<file path="src/rtl/stopwatch_pkg.sv">
// Shared types and constants for the stopwatch control slice: state encoding
// and the default button debounce interval.
package stopwatch_pkg;

  typedef enum logic [1:0] {
    ST_IDLE    = 2'd0,
    ST_RUNNING = 2'd1,
    ST_PAUSED  = 2'd2,
    ST_LAP     = 2'd3
  } state_t;

  // 10 ms at 100 MHz
  localparam int DEBOUNCE_DEFAULT = 1000000;
  localparam int DB_W_DEFAULT     = 20;

endpackage

</file>
<file path="src/rtl/button_debounce.sv">
// Conditions one raw push-button: two-flop synchronizer, stable-level debounce
// counter and a one-cycle press pulse on each accepted 0->1 change.
module button_debounce #(
  parameter int DEBOUNCE_CYCLES = 1000000,
  parameter int DB_W            = 20
) (
  input  logic clock,
  input  logic reset,
  input  logic btn,
  output logic press
);

  localparam logic [DB_W-1:0] LAST = DB_W'(DEBOUNCE_CYCLES - 1);

  logic [1:0]      sync;
  logic [DB_W-1:0] cnt;
  logic            level;
  logic            level_d;

  // NOTE: sequential state uses non-blocking assignments so every flop samples
  // the pre-edge values of the others, regardless of statement order.
  always_ff @(posedge clock) begin
    if (reset) begin
      sync    <= '0;
      cnt     <= '0;
      level   <= 1'b0;
      level_d <= 1'b0;
      press   <= 1'b0;
    end else begin
      sync    <= {sync[0], btn};
      level_d <= level;
      press   <= level & ~level_d;
      // The counter only advances while the synchronized level disagrees with
      // the accepted one; any return to agreement restarts the interval.
      if (sync[1] != level) begin
        if (cnt == LAST) begin
          level <= sync[1];
          cnt   <= '0;
        end else begin
          cnt <= cnt + DB_W'(1);
        end
      end else begin
        cnt <= '0;
      end
    end
  end

endmodule

</file>
<file path="src/rtl/stopwatch_ctrl.sv">
// Run/pause/lap/clear sequencer for the 4-digit stopwatch datapath.
// Optional lap/display-hold support is built when STOPWATCH_CTRL_LAP_EN is defined.
module stopwatch_ctrl
  import stopwatch_pkg::*;
#(
  parameter int DEBOUNCE_CYCLES = DEBOUNCE_DEFAULT,
  parameter int DB_W            = DB_W_DEFAULT
) (
  input  logic       clock,
  input  logic       reset,
  input  logic       btn_start_stop,
  input  logic       btn_lap_clear,
  input  logic       wrap,
  output logic       run,
  output logic       clear,
  output logic       display_hold,
  output logic       lap_capture,
  output logic [1:0] state
);

  logic   ss_p;
  logic   lc_p;
  state_t state_q;
  state_t state_d;
  logic   clear_d;
  logic   lap_d;

  button_debounce #(.DEBOUNCE_CYCLES(DEBOUNCE_CYCLES), .DB_W(DB_W)) u_db_ss (
    .clock (clock),
    .reset (reset),
    .btn   (btn_start_stop),
    .press (ss_p)
  );

  button_debounce #(.DEBOUNCE_CYCLES(DEBOUNCE_CYCLES), .DB_W(DB_W)) u_db_lc (
    .clock (clock),
    .reset (reset),
    .btn   (btn_lap_clear),
    .press (lc_p)
  );

  // clear/lap_capture are registered alongside the state so they coincide
  // with the first cycle of the new state.
  always_ff @(posedge clock) begin
    if (reset) begin
      state_q     <= ST_IDLE;
      clear       <= 1'b0;
      lap_capture <= 1'b0;
    end else begin
      state_q     <= state_d;
      clear       <= clear_d;
      lap_capture <= lap_d;
    end
  end

  // Priority: wrap > ss_p > lc_p; losing events are dropped.
  // NOTE: every combinational output gets a default first so no path leaves
  // it unassigned, which would otherwise infer a latch.
  always_comb begin
    state_d = state_q;
    clear_d = 1'b0;
    lap_d   = 1'b0;
    case (state_q)
      ST_IDLE: begin
        if (ss_p)      state_d = ST_RUNNING;
        else if (lc_p) clear_d = 1'b1;
      end
      ST_RUNNING: begin
        if (wrap || ss_p) begin
          state_d = ST_PAUSED;
`ifdef STOPWATCH_CTRL_LAP_EN
        end else if (lc_p) begin
          state_d = ST_LAP;
          lap_d   = 1'b1;
`endif
        end
      end
      ST_PAUSED: begin
        if (ss_p) begin
          state_d = ST_RUNNING;
        end else if (lc_p) begin
          state_d = ST_IDLE;
          clear_d = 1'b1;
        end
      end
`ifdef STOPWATCH_CTRL_LAP_EN
      ST_LAP: begin
        if (wrap || ss_p) state_d = ST_PAUSED;
        else if (lc_p)    state_d = ST_RUNNING;
      end
`endif
      default: state_d = ST_IDLE;
    endcase
  end

  always_comb begin
    run          = 1'b0;
    display_hold = 1'b0;
    case (state_q)
      ST_RUNNING: run = 1'b1;
`ifdef STOPWATCH_CTRL_LAP_EN
      ST_LAP: begin
        run          = 1'b1;
        display_hold = 1'b1;
      end
`endif
      default: ;
    endcase
  end

  assign state = state_q;

endmodule

</file>
<file path="config.mk">
export PLATFORM = sky130hd
export DESIGN_NAME = stopwatch_ctrl
export DESIGN_NICKNAME = d
export VERILOG_FILES = /design/src/rtl/stopwatch_pkg.sv /design/src/rtl/button_debounce.sv /design/src/rtl/stopwatch_ctrl.sv
export SDC_FILE = /design/constraint.sdc
export NUM_CORES = 1
export LEC_CHECK = 0
export CORE_ASPECT_RATIO = 0.9
export CORE_MARGIN = 1.5
export CORE_UTILIZATION = 59
export DETAILED_ROUTE_END_ITERATION = 6
export PLACE_DENSITY = 0.8
export REMOVE_ABC_BUFFERS = 1
export SLEW_MARGIN = 20
export SYNTH_ARGS = -nofsm -noshare
export SYNTH_HDL_FRONTEND = slang
export SYNTH_HIERARCHICAL = 1
export SYNTH_SLANG_ARGS = --single-unit
</file>
<file path="constraint.sdc">
create_clock -name clock -period 2.4 [get_ports clock]
set_input_delay 0.24 -clock clock [delete_from_list [all_inputs] [get_ports clock]]
set_output_delay 0.24 -clock clock [all_outputs]
set_load 0.02 [all_outputs]
</file>
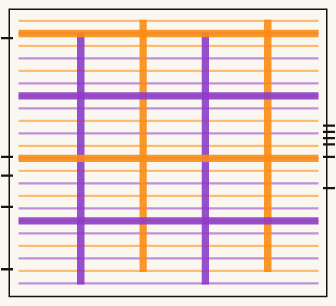
*Floorplan with the power grid*
Pins as bars on the die edge.
- VSS: purple
- VDD: orange
- met4 straps: 4
- rows: 21

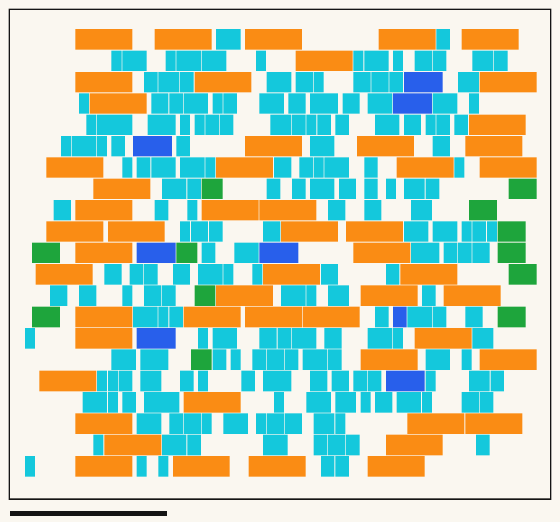
*Cells coloured by class*
Scale bar: 20 microns.
- combinational and other logic: cyan (cells 201; share of their area 49%)
- sequential cells: orange (cells 53; share of their area 43%)
- clock drivers and dummy loads: blue (cells 8; share of their area 4.1%)
- remaining buffers and delay cells: green (cells 12; share of their area 4.5%)

==> changes_impl.md <==
### Metrics

* CP max-delay cell: or4b_1
* GPL Wtd Cong at 0.7966
* Fin Hold WS at ~0.38 ns
* Final setup TNS at 0 ns
* # IOs at 11
* Area leader share at 46.14%
* Placed insts at 312
* Clk tree area frac at under 10%
* CTS sink cnt at between 50 and 60
* Ys async rst share at 0%
* Critical path depth in cells at 5
* Cell Type Count at 31
* Max-cap violations at 0
* Die height at approximately 62 microns
* Net Switching at 290.7 uW
* Vias in the first global route at between 1500 and 2000
* Dominant kind of cell by area: combinational gates
* Worst EP arrival at between 2 and 2.5 ns
* First-pass GRT wire length at about 7 mm
* IO buf count at 8
* GR Layer Usage met1 at 30.37%
* GRT met3 Usage at 4.891%
* Dpl ws at between 0.2 and 0.3 ns
* Adder share at 1.088%
* Outcome: finished clean
* Initial antenna violation count at 0
* CP Cell Sequence: ha_1, nand2_1, or4b_1, or4_1, a21oi_1
* DRT iter0 DRCs at 107
* Tool warnings at 25
* RR Startpoint: u_db_ss/cnt[0]$_SDFF_PP0_
* TritonRoute pass-1 iters at 4
* R2R Setup Slk at 0.25 ns
* Yosys aoi share at 8.487%
* Setup WS post-layout at 0.2459 ns
* Family with the most delay on the worst path: simple AND/OR/NAND/NOR gates
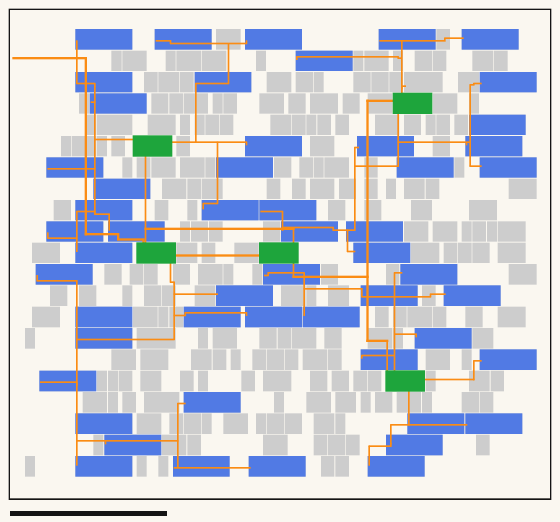
*Clock network drawn from the DEF*
Scale bar: 20 microns.
- clock drivers: green (count 5)
- flip-flops: blue (count 53)
- clock wires: orange (length 552 microns)
- routed clock nets: 6

No activity file was given, so power comes from the tool's default toggle rates.
